### Metal 1, run 1

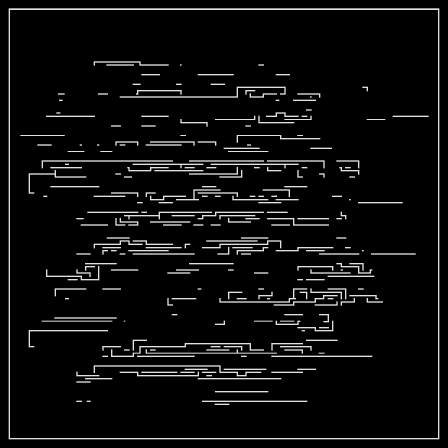
### Signal wires on met2, run 1

The bar under the picture is 10 um long.
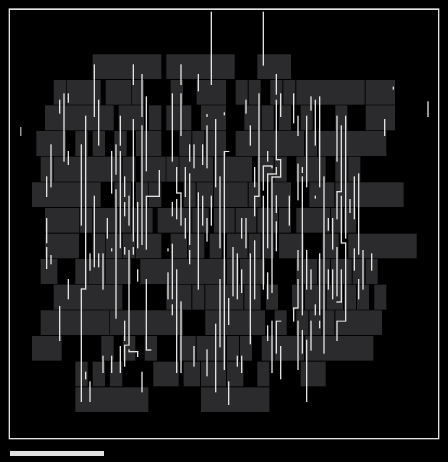
### Signal wires on met3, run 1

The bar under the picture is 10 um long.
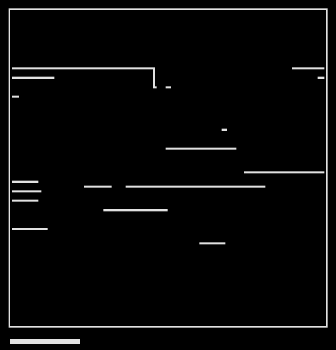
**src/rtl/dma_pkg.sv**
```systemverilog
// dma_pkg: definitions shared by the DMA bus arbiter, its sub-modules and the
// DMA-side models.
//   dma_state_e      arbiter FSM state (3-bit encoding)
//   DMA_XFER_CYCLES  granted cycles a nominal block transfer takes
//   DMA_FIXED_ADDR   fixed device buffer address used by the DMA engine
//   state_*          decode helpers naming what each state drives
package dma_pkg;

    typedef enum logic [2:0] {
        ST_IDLE    = 3'd0,
        ST_CMD     = 3'd1,
        ST_ARB     = 3'd2,
        ST_GRANT   = 3'd3,
        ST_RELEASE = 3'd4
    } dma_state_e;

    localparam int          DMA_XFER_CYCLES = 12;
    localparam logic [15:0] DMA_FIXED_ADDR  = 16'h01f4;

    // cmd is held from the start command until the DMA has been granted and
    // finished; it drops as soon as the arbiter starts releasing the bus.
    function automatic logic state_drives_cmd(input dma_state_e s);
        return (s == ST_CMD) || (s == ST_ARB) || (s == ST_GRANT);
    endfunction

    // The CPU is held off from arbitration until the DMA has let go of BR.
    function automatic logic state_stalls_cpu(input dma_state_e s);
        return (s == ST_ARB) || (s == ST_GRANT) || (s == ST_RELEASE);
    endfunction

endpackage

```
**src/rtl/dma_arb_timeout.sv**
```systemverilog
// dma_arb_timeout: saturating cycle counter guarding the CMD and GRANT phases.
//   CLK      in   system clock
//   reset_n  in   synchronous active-low reset
//   clr      in   force the count back to zero (has priority over en)
//   en       in   count this cycle
//   expired  out  count has reached LIMIT-1 (the LIMIT-th counted cycle)
// The count stops at LIMIT-1 and never wraps, so expired stays asserted for as
// long as the counter is enabled and not cleared.
module dma_arb_timeout #(
    parameter int LIMIT = 32,
    parameter int CNT_W = 6
) (
    input  logic CLK,
    input  logic reset_n,
    input  logic clr,
    input  logic en,
    output logic expired
);

    localparam logic [CNT_W-1:0] LAST = CNT_W'(LIMIT - 1);

    logic [CNT_W-1:0] count;

    always_ff @(posedge CLK) begin
        if (!reset_n) begin
            count <= '0;
        end else if (clr) begin
            count <= '0;
        end else if (en && (count != LAST)) begin
            count <= count + CNT_W'(1);
        end
    end

    assign expired = (count == LAST);

endmodule

```
**src/rtl/dma_bus_arbiter.sv**
```systemverilog
// dma_bus_arbiter: sequences the DMA engine and shares the single memory bus
// between the CPU and the DMA.
//   CLK           in   system clock, all state updates on posedge
//   reset_n       in   synchronous active-low reset
//   ext_req       in   device "block ready" strobe
//   cpu_mem_busy  in   CPU memory access in flight this cycle
//   BR            in   bus request from the DMA
//   dma_int       in   DMA end-of-transfer strobe (1 cycle)
//   cmd           out  start/hold command to the DMA
//   BG            out  bus grant to the DMA
//   cpu_stall     out  CPU must not start a new memory access
//   done_irq      out  one-cycle completion pulse
//   abort_irq     out  one-cycle timeout / protocol-error pulse
//   busy          out  arbiter not idle (decoded from the state register)
// Build option: define DMA_ARB_STATS_EN to add saturating statistics
// counters (completed, aborted, CPU stall cycles, merged requests), readable
// hierarchically only.
//
// Handshake: cmd asks the DMA to start; the DMA answers with BR and holds it
// for the whole transfer. BG is given only once the CPU has no access in
// flight, and stays high until dma_int (or a timeout / BR drop). After BG
// falls the arbiter waits for BR to drop before going idle and raising the
// interrupt, so a new transfer never overlaps the tail of the previous one.
module dma_bus_arbiter
    import dma_pkg::*;
#(
    parameter int WORD_SIZE     = 16,
    parameter int GRANT_TIMEOUT = 32,
    parameter int CNT_W         = 6
) (
    input  logic CLK,
    input  logic reset_n,
    input  logic ext_req,
    input  logic cpu_mem_busy,
    input  logic BR,
    input  logic dma_int,
    output logic cmd,
    output logic BG,
    output logic cpu_stall,
    output logic done_irq,
    output logic abort_irq,
    output logic busy
);

    if (GRANT_TIMEOUT < DMA_XFER_CYCLES + 1) begin : g_bad_timeout
        $error("GRANT_TIMEOUT must exceed a nominal transfer length");
    end
    if ((1 << CNT_W) <= GRANT_TIMEOUT) begin : g_bad_cnt_w
        $error("CNT_W too narrow for GRANT_TIMEOUT");
    end
    if (WORD_SIZE < 1) begin : g_bad_word
        $error("WORD_SIZE must be positive");
    end

    dma_state_e state;
    dma_state_e next_state;
    logic       pending;
    logic       abort_flag;
    logic       next_abort;
    logic       tmo_en;
    logic       tmo_expired;
    logic       leave_release;

    // The counter only runs in the two phases that can time out; every
    // other state holds it at zero, so entry to CMD or GRANT starts from 0.
    assign tmo_en = (state == ST_CMD) || (state == ST_GRANT);

    dma_arb_timeout #(
        .LIMIT (GRANT_TIMEOUT),
        .CNT_W (CNT_W)
    ) u_timeout (
        .CLK     (CLK),
        .reset_n (reset_n),
        .clr     (!tmo_en),
        .en      (tmo_en),
        .expired (tmo_expired)
    );

    always_comb begin
        next_state = state;
        next_abort = abort_flag;
        case (state)
            ST_IDLE: begin
                if (pending) next_state = ST_CMD;
            end
            ST_CMD: begin
                if (BR) begin
                    next_state = ST_ARB;
                end else if (tmo_expired) begin
                    next_state = ST_RELEASE;
                    next_abort = 1'b1;
                end
            end
            ST_ARB: begin
                // The CPU's in-flight access always completes first.
                if (!cpu_mem_busy) next_state = ST_GRANT;
            end
            ST_GRANT: begin
                // Completion beats a simultaneous timeout; losing BR early
                // is a protocol error and takes the abort path.
                if (dma_int) begin
                    next_state = ST_RELEASE;
                    next_abort = 1'b0;
                end else if (!BR || tmo_expired) begin
                    next_state = ST_RELEASE;
                    next_abort = 1'b1;
                end
            end
            ST_RELEASE: begin
                if (!BR) next_state = ST_IDLE;
            end
            default: begin
                next_state = ST_IDLE;
            end
        endcase
    end

    assign leave_release = (state == ST_RELEASE) && (next_state == ST_IDLE);

    // Outputs are registered from the next state so they line up with the
    // state they belong to.
    always_ff @(posedge CLK) begin
        if (!reset_n) begin
            state      <= ST_IDLE;
            pending    <= 1'b0;
            abort_flag <= 1'b0;
            cmd        <= 1'b0;
            BG         <= 1'b0;
            cpu_stall  <= 1'b0;
            done_irq   <= 1'b0;
            abort_irq  <= 1'b0;
        end else begin
            state      <= next_state;
            // Leaving IDLE consumes the request; a strobe in that same cycle
            // re-arms it, further strobes while armed are merged.
            pending    <= ext_req | (pending & (state != ST_IDLE));
            abort_flag <= next_abort;
            cmd        <= state_drives_cmd(next_state);
            BG         <= (next_state == ST_GRANT);
            cpu_stall  <= state_stalls_cpu(next_state);
            done_irq   <= leave_release && !abort_flag;
            abort_irq  <= leave_release && abort_flag;
        end
    end

    assign busy = (state != ST_IDLE);

`ifdef DMA_ARB_STATS_EN
    logic [WORD_SIZE-1:0] stat_done;
    logic [WORD_SIZE-1:0] stat_abort;
    logic [WORD_SIZE-1:0] stat_stall;
    logic [WORD_SIZE-1:0] stat_merged;

    always_ff @(posedge CLK) begin
        if (!reset_n) begin
            stat_done   <= '0;
            stat_abort  <= '0;
            stat_stall  <= '0;
            stat_merged <= '0;
        end else begin
            if (leave_release && !abort_flag && (stat_done != '1))
                stat_done <= stat_done + WORD_SIZE'(1);
            if (leave_release && abort_flag && (stat_abort != '1))
                stat_abort <= stat_abort + WORD_SIZE'(1);
            if (cpu_stall && (stat_stall != '1))
                stat_stall <= stat_stall + WORD_SIZE'(1);
            if (ext_req && pending && (stat_merged != '1))
                stat_merged <= stat_merged + WORD_SIZE'(1);
        end
    end
`endif

endmodule

```
**config.mk**
```make
export PLATFORM = sky130hd
export DESIGN_NAME = dma_bus_arbiter
export DESIGN_NICKNAME = d
export VERILOG_FILES = /design/src/rtl/dma_pkg.sv /design/src/rtl/dma_arb_timeout.sv /design/src/rtl/dma_bus_arbiter.sv
export SDC_FILE = /design/constraint.sdc
export NUM_CORES = 1
export LEC_CHECK = 0
export ABC_AREA = 1
export CAP_MARGIN = 25
export CORE_MARGIN = 2
export CORE_UTILIZATION = 46
export DETAILED_ROUTE_END_ITERATION = 16
export PLACE_DENSITY = 0.72
export SYNTH_ARGS = -nofsm -noshare
export SYNTH_HDL_FRONTEND = slang
export SYNTH_HIERARCHICAL = 1
export SYNTH_SLANG_ARGS = --single-unit
```
**constraint.sdc**
```tcl
create_clock -name CLK -period 1.3 [get_ports CLK]
set_input_delay 0.13 -clock CLK [delete_from_list [all_inputs] [get_ports CLK]]
set_output_delay 0.13 -clock CLK [all_outputs]
set_load 0.02 [all_outputs]
```
==> out/metrics.csv, run 1 <==
stage;metric;value;unit
status;status;finished, final reports clean;
die;boundary pin count;12;
clocking;clock sink total;16;
layout;Nets;150;
critical_path;critical-path cell list;ha_4 > nand3_4 > nor2_4 > nor2_2 > nand2_2 > nand2_1 > o21bai_1 > nand2_1;
critical_path;worst flop-to-flop path endpoint;cmd;
timing;final hold violation count;0;
yosys;most common cell in the netlist;nand2_1;
timing;FMAX;781.6;MHz
critical_path;CP Launch Point;u_timeout/count[1];
timing;setup TNS;0;ps
yosys;Post-synth EDFFs;0;
pwr;PwrDens;926.4;nW/um^2
layout;final core occ;0.6870;
global_route;vias in the first global route;638;
clocking;Insertion Delay late pin;290;ps
yosys;Yosys cell types;18;
pwr;combinational share of power;0.151;
critical_path;WP data required;1490;ps
yosys;Yosys chip area;790.8;um^2
detailed_routing;DRT Pass-1 Iters;4;
yosys;Seq/Total Area, Yosys;0.4051;
global_route;largest net degree at the start of global routing;10;
layout;Filler cells;140;
die;Starting Density;0.5072;
timing;clock skew;3.200;ps
clocking;cts bufs inserted;3;
global_route;GRT Resource Usage Total;0.1724;
global_route;grt ovf;0;
detailed_routing;1st-iter DRT viols;23;
layout;antenna cell count;0;
yosys;Seq cells post-synth;16;
critical_path;Worst EP arrival;1470;ps
timing;Slew Limit Fails;0;
critical_path;CP startpoint kind;register;
pwr;Clock power frac;0.334;
yosys;area leader, netlist;dfxtp_1;
detailed_routing;Via density;4.918;
hold_path;worst min path class;in2reg;
yosys;synthesized netlist cell count;115;
hold_path;WHS Path Cells;3;
global_route;initial antenna violation count;0;
critical_path;CP Capture Type;register;
die;core area;1559;um^2
yosys;ys cells;115;
layout;layout cells sized above 1;0.2465;
clocking;CTS root buf;clkbuf_4;
pwr;net switching power;0.0002524;W
critical_path;slowest stage delay, CP;360;ps
pwr;internal power;0.0007398;W
yosys;Top area cell types;dfxtp_1, nand2_1, inv_1;
pwr;Seq pwr share;0.515;
global_route;grt peak-use layer;met2;
yosys;syn_area_per_cell;6.876;um^2
clocking;CTS tree;done;
clocking;H-Tree Depth;1;
timing;Slew HR;0.8524;
yosys;ys flop type;dfxtp_1;
run;max-cap violation count;0;
yosys;Mapped Area;790.8;um^2
global_route;first-pass GRT wire length;2580;um
die;die y size;45.46;um
detailed_routing;DRC;0;
clocking;clock tree buffer depth;2;
critical_path;r2r setup slk;20;ps
timing;Final min period;1279;ps
critical_path;CP dominant cell by count;nand2_1;
pwr;leakage power of the design;0.5312;nW
layout;Area Overhead vs Synth;35.44;%
critical_path;Reg2Reg Depth;8;
critical_path;Worst path slowest cell;dfxtp_2;
placed_design;DP Area;1017;um^2
timing;Worst Tran Pin Value;220.7;ps
critical_path;Critical Path Sink;cmd;
clocking;clock slew at reported path FFs;90;ps
detailed_routing;Post-DRT Antenna Nets;0;
timing;Tcrit/Tclk final;0.9842;
critical_path;Critical R2R Launch;u_timeout/count[1];
run;tool warning count;27;
placed_design;pre-CTS WS;-68.03;ps
yosys;top-area cell type share of the netlist area;0.4051;
die;die width;45.46;um
timing;# setup viols final;0;
yosys;YS warnings;6;
yosys;asr flop ratio synth;0;
die;chip area;2067;um^2
layout;Final Instance Area;1071;um^2
detailed_routing;Routed WL per cell;10.11;um
yosys;Syn Nets;122;
clocking;cts hold-fix bufs;0;
placed_design;gpl congestion;0.8131;
timing;Setup WS post-layout;20.54;ps
critical_path;CP max FO;5;
placed_design;Port Buffer Count;11;
pwr;Peak VDD IR;0.0006280;V
critical_path;Setup Crit Path Kind;reg2reg;
die;FP Rows;14;
placed_design;post-detail-place hpwl;1248;um
pwr;Sw Ratio;0.2544;
yosys;Post-synth top cells;nand2_1, inv_1, dfxtp_1;
timing;RSZ-0062 raised after global routing;true;
timing;final hold slack;423.6;ps
## Picture notes: 'Metal 1'
share of all routed wire: 46%
wire length on this layer: 732 um
main direction: horizontal
longest straight run: 13.8 um
nets with wire on the layer: 137
DRT Wirelength: 1598 um
met1 Track Usage GR: 0.2063
Vias: 777

## Picture notes: 'Signal wires on met2'
share of all routed wire: 45%
longest straight run: 23.1 um
met2 Resource Use GR: 0.2761

## Picture notes: 'Signal wires on met3'
longest straight run: 20.2 um
main direction: horizontal
share of all routed wire: 6.7%
met3 GRT Util: 0.07540

## run 1: power groups by stage
stage                     clock (W)  combinational (W)  sequential [W]
after floorplan                   0          0.0000707        0.000535
after global placement            0           0.000156        0.000523
after detailed placement          0           0.000158        0.000523
after CTS                  0.000342           0.000152        0.000512
after global routing       0.000364           0.000165        0.000513
final                      0.000331           0.000150        0.000511
## run 1: how the worst min path moves through the flow
| stage | start | end |
|---|---|---|
| after global routing | ext_req | pending |
| after global placement | abort_flag | abort_irq |
| after CTS | ext_req | pending |
| final | ext_req | pending |
| after floorplan | reset_n | state[2] |
| after detailed placement | abort_flag | abort_irq |
## run 1: layout by cell type (no fill, tap or decap), types with 3 or more instances in the layout
| cell | n |
|---|---|
| nor2_1 | 14 |
| nand4_1 | 4 |
| buf_4 | 12 |
| nand3_1 | 9 |
| clkbuf_4 | 3 |
| nand2_2 | 3 |
| nand2_1 | 28 |
| dlygate4sd2_1 | 5 |
| dfxtp_1 | 14 |
| inv_1 | 19 |
| a21oi_1 | 5 |
| nor2_2 | 3 |
| clkdlybuf4s50_1 | 5 |
## run 1: sequential cells by signal, indices dropped and copies added, names as in the netlist
| register | count |
|---|---|
| abort_irq | 1 |
| BG | 1 |
| state | 3 |
| pending | 1 |
| done_irq | 1 |
| cmd | 1 |
| cpu_stall | 1 |
| abort_flag | 1 |
| u_timeout/count | 6 |
## run 1: routing by layer
layer,share of wire,wire [um]
met1,0.46,731
met2,0.45,724
met3,0.067,107
met4,0.021,34
met5,0,0
## run 1: per-stage QoR
stage	total power [W]	instances
final	0.0009922	158
after global routing	0.001041	158
after CTS	0.001005	157
after detailed placement	0.0006801	153
after global placement	0.0006790	153
after floorplan	0.0006061	115
## run 1: kinds of logic after synthesis
group           after synthesis  share of synthesized area
fa+ha+maj                     1                    0.01582
simple gates                 67                     0.3987
flops                        16                     0.4051
xor+xnor                      2                    0.02216
buf+inv                      21                    0.09969
compound gates                8                    0.05854
## run 1: repair_timing
item / CTS / global route
setup buffers: 0 / 1
resized: 9 / 3
pin swaps: 2 / 2
endpoints found under the setup margin: 13 / 8
## run 1: critical path, delay by kind of cell (launching register included)
kind | cells | cell delay [ps]
simple gates | 6 | 460
flops | 1 | 360
compound gates | 1 | 180
fa+ha+maj | 1 | 150
## run 1: final cells by class
cell class / instances / area, um^2 / area share
Multi-Input combinational cell: 78 / 424.2 / 0.3960
Sequential cell: 16 / 322.8 / 0.3014
Timing Repair Buffer: 23 / 188.9 / 0.1764
Inverter: 21 / 78.83 / 0.07360
Clock buffer: 4 / 36.28 / 0.03388
Tap cell: 16 / 20.02 / 0.01869
## Run 2: what changed since run 1
Settings changed: CORE_MARGIN 2 to 3, CORE_UTILIZATION 46 to 51, PLACE_DENSITY 0.72 to 0.76.
Clock period 1.3 ns to 1.2 ns, I/O delays scaled along.
### Signal wires on met2, run 2

The bar under the picture is 10 um long.
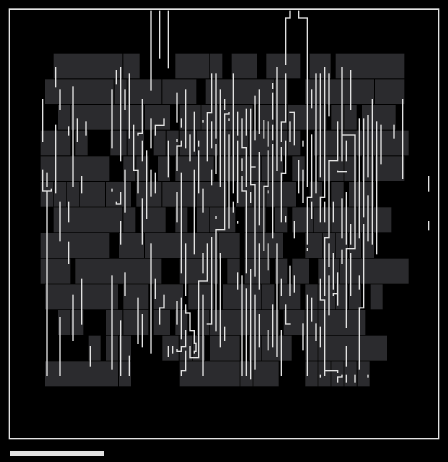
met2 Resource Use GR: 0.3305
Vias: 852
DRT Wirelength: 1951 um

==> run 2 against run 1 <==
Against the previous run:
- the run now ends with setup timing left
- maximum frequency shrank 4.6%
- clock skew grew 3.4 ps
- largest cell class unchanged
- clock power grew 6.3%
==> out/metrics.csv, run 2 <==
stage;metric;value;unit
status;status;complete, but fails checks;
status;failing checks;setup timing;
critical_path;Setup Crit Path Kind;reg2reg;
timing;Setup WS post-layout;-141.6;ps
critical_path;Worst EP arrival;1560;ps
timing;# setup viols final;9;
layout;final std cells w/o fill;160;
layout;Final Instance Area;1122;um^2
clocking;CTS root buf;clkbuf_4;
detailed_routing;DRC;0;
yosys;Seq cells post-synth;16;
timing;final hold slack;443.8;ps
global_route;first-pass GRT wire length;2967;um
timing;final hold violation count;0;
timing;Worst Tran Pin Value;223.1;ps
die;boundary pin count;12;
placed_design;Port Buffer Count;11;
layout;layout cells sized above 1;0.3241;
timing;Final min period;1342;ps
clocking;cts hold-fix bufs;0;
yosys;Post-synth top cells;nand2_1, inv_1, dfxtp_1;
die;Starting Density;0.5719;
clocking;clock tree buffer depth;2;
pwr;Peak VDD IR;0.0008027;V
layout;Largest Register;u_timeout/count;
layout;final core occ;0.8118;
die;die width;45.38;um
detailed_routing;Routed WL per cell;12.19;um
global_route;grt ovf;0;
clocking;cts bufs inserted;3;
yosys;asr flop ratio synth;0;
die;FP Rows;13;
yosys;syn_area_per_cell;6.876;um^2
detailed_routing;Via density;5.325;
clocking;H-Tree Depth;1;
critical_path;CP Capture Type;register;
detailed_routing;1st-iter DRT viols;37;
clocking;clock slew at reported path FFs;90;ps
timing;Slew HR;0.8508;
layout;Filler cells;101;
yosys;Yosys chip area;790.8;um^2
yosys;top-area cell type share of the netlist area;0.4051;
yosys;Post-synth EDFFs;0;
global_route;largest net degree at the start of global routing;10;
placed_design;post-detail-place hpwl;1338;um
pwr;leakage power of the design;0.5488;nW
timing;FMAX;745.4;MHz
run;max-cap violation count;0;
layout;max FFs per register;6;
yosys;ys flop type;dfxtp_1;
yosys;YS warnings;6;
timing;Slew Limit Fails;0;
hold_path;worst min path class;in2reg;
detailed_routing;Post-DRT Antenna Nets;0;
yosys;most common cell in the netlist;nand2_1;
die;die y size;45.38;um
yosys;Top area cell types;dfxtp_1, nand2_1, inv_1;
layout;antenna cell count;0;
placed_design;Cells after DPL;154;
pwr;PwrDens;975.0;nW/um^2
layout;Nets;153;
clocking;Insertion Delay late pin;290;ps
yosys;area leader, netlist;dfxtp_1;
global_route;GRT Resource Usage Total;0.2029;
layout;Area Overhead vs Synth;41.93;%
timing;setup TNS;-607.0;ps
detailed_routing;DRT Pass-1 Iters;4;
critical_path;CP startpoint kind;register;
die;chip area;2059;um^2
yosys;Mapped Area;790.8;um^2
global_route;vias in the first global route;736;
timing;clock skew;6.587;ps
yosys;Seq/Total Area, Yosys;0.4051;
clocking;CTS tree;done;
timing;RSZ-0062 raised after global routing;true;
layout;most frequent logic cell in the layout;nand2_1;
placed_design;gpl congestion;0.7985;
yosys;Yosys cell types;18;
layout;Top cells excl fill/tap;nand2_1, inv_1, buf_4;
critical_path;WP data required;1420;ps
critical_path;CP max FO;5;
global_route;initial antenna violation count;0;
### Metal 4, run 2

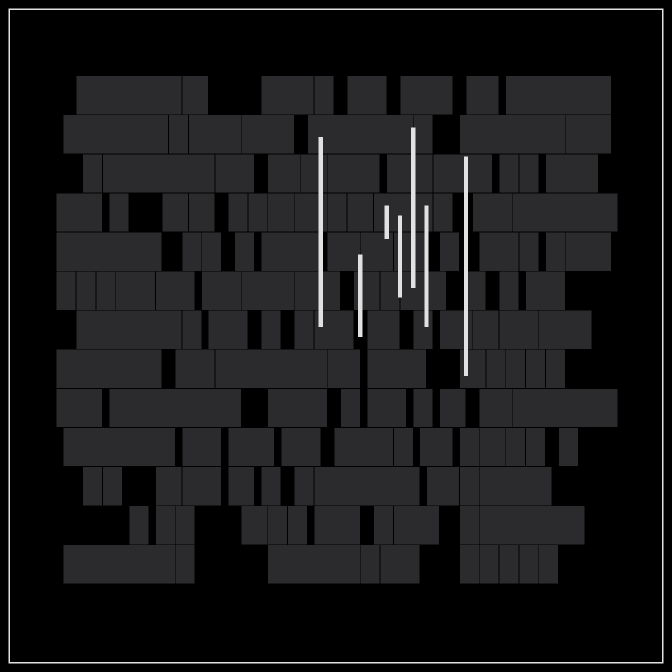
longest straight run: 15.0 um
main direction: vertical
wire length on this layer: 59.8 um
share of all routed wire: 3.1%
nets with wire on the layer: 7

==> run 2: timing repair <==
action                                  CTS  global route
gates resized                            13            10
endpoints found under the setup margin   18            15
cloned                                    0             0
hold endpoints to repair                  0             0
pin swaps                                 3             4
setup buffers                             1             1
==> run 2: worst max-delay path, cell delays in order (launching register included) <==
cell and delay (ps):
dfxtp_2 360, ha_4 160, nand3_4 90, nor2_4 150
inv_1 80, a21oi_1 150, nand3_1 110, a21oi_1 180
==> run 2: cell families (layout without fill, tap and decap cells) <==
group                      count (synthesis)  count (layout)  share of synthesized area
xor gates and xnor gates                   2               2                    0.02216
and+or+nand+nor                           67              67                     0.3987
DFF                                       16              16                     0.4051
buffers and inverters                     21              51                    0.09969
AOI/OAI and AO/OA                          8               8                    0.05854
adders and majority gates                  1               1                    0.01582
==> run 2: power breakdown <==
group	total, W	switching [W]	internal, W
clock network	0.000352	0.000167	0.000185
registers	0.000555	0.00000685	0.000548
logic	0.000187	0.000106	0.0000807
==> run 2: worst paths after layout <==
path / slack [ps] / start / cells past startpoint / endpoint
worst max register to register: -140 / u_timeout/count[0] / 7 / abort_flag
worst min register to register: 470 / abort_flag / 2 / abort_irq
worst min-delay path: 440 / ext_req / 3 / pending
worst max-delay path: -140 / u_timeout/count[0] / 7 / abort_flag
==> run 2: per-stage QoR <==
stage          power (W)  setup slack [ps]
6_report        0.001094            -141.6
3_3_place_gp   0.0007369            -65.74
2_1_floorplan  0.0006573            -32.84
5_1_grt         0.001147            -186.9
3_5_place_dp   0.0007404            -111.5
4_1_cts         0.001083            -73.85
==> run 2: cell type report <==
type                            instances  area (um^2)  share of cell area
Sequential cell                        16        325.3              0.2899
Inverter                               21        78.83             0.07023
Tap cell                               15        18.77             0.01672
Timing Repair Buffer                   26        215.2              0.1917
Clock buffer                            4        36.28             0.03233
Multi-Input combinational cell         78        447.9              0.3991
==> run 2: routing by layer <==
layer | global-route usage | routed length [um] | part of all wire
met1 | 0.2415 | 800 | 0.41
met2 | 0.3305 | 966 | 0.50
met3 | 0.07510 | 124 | 0.064
met4 | 0.07602 | 59 | 0.030
met5 | 0 | 0 | 0
Power figures rest on the tool's default switching activity, not on a simulated workload.
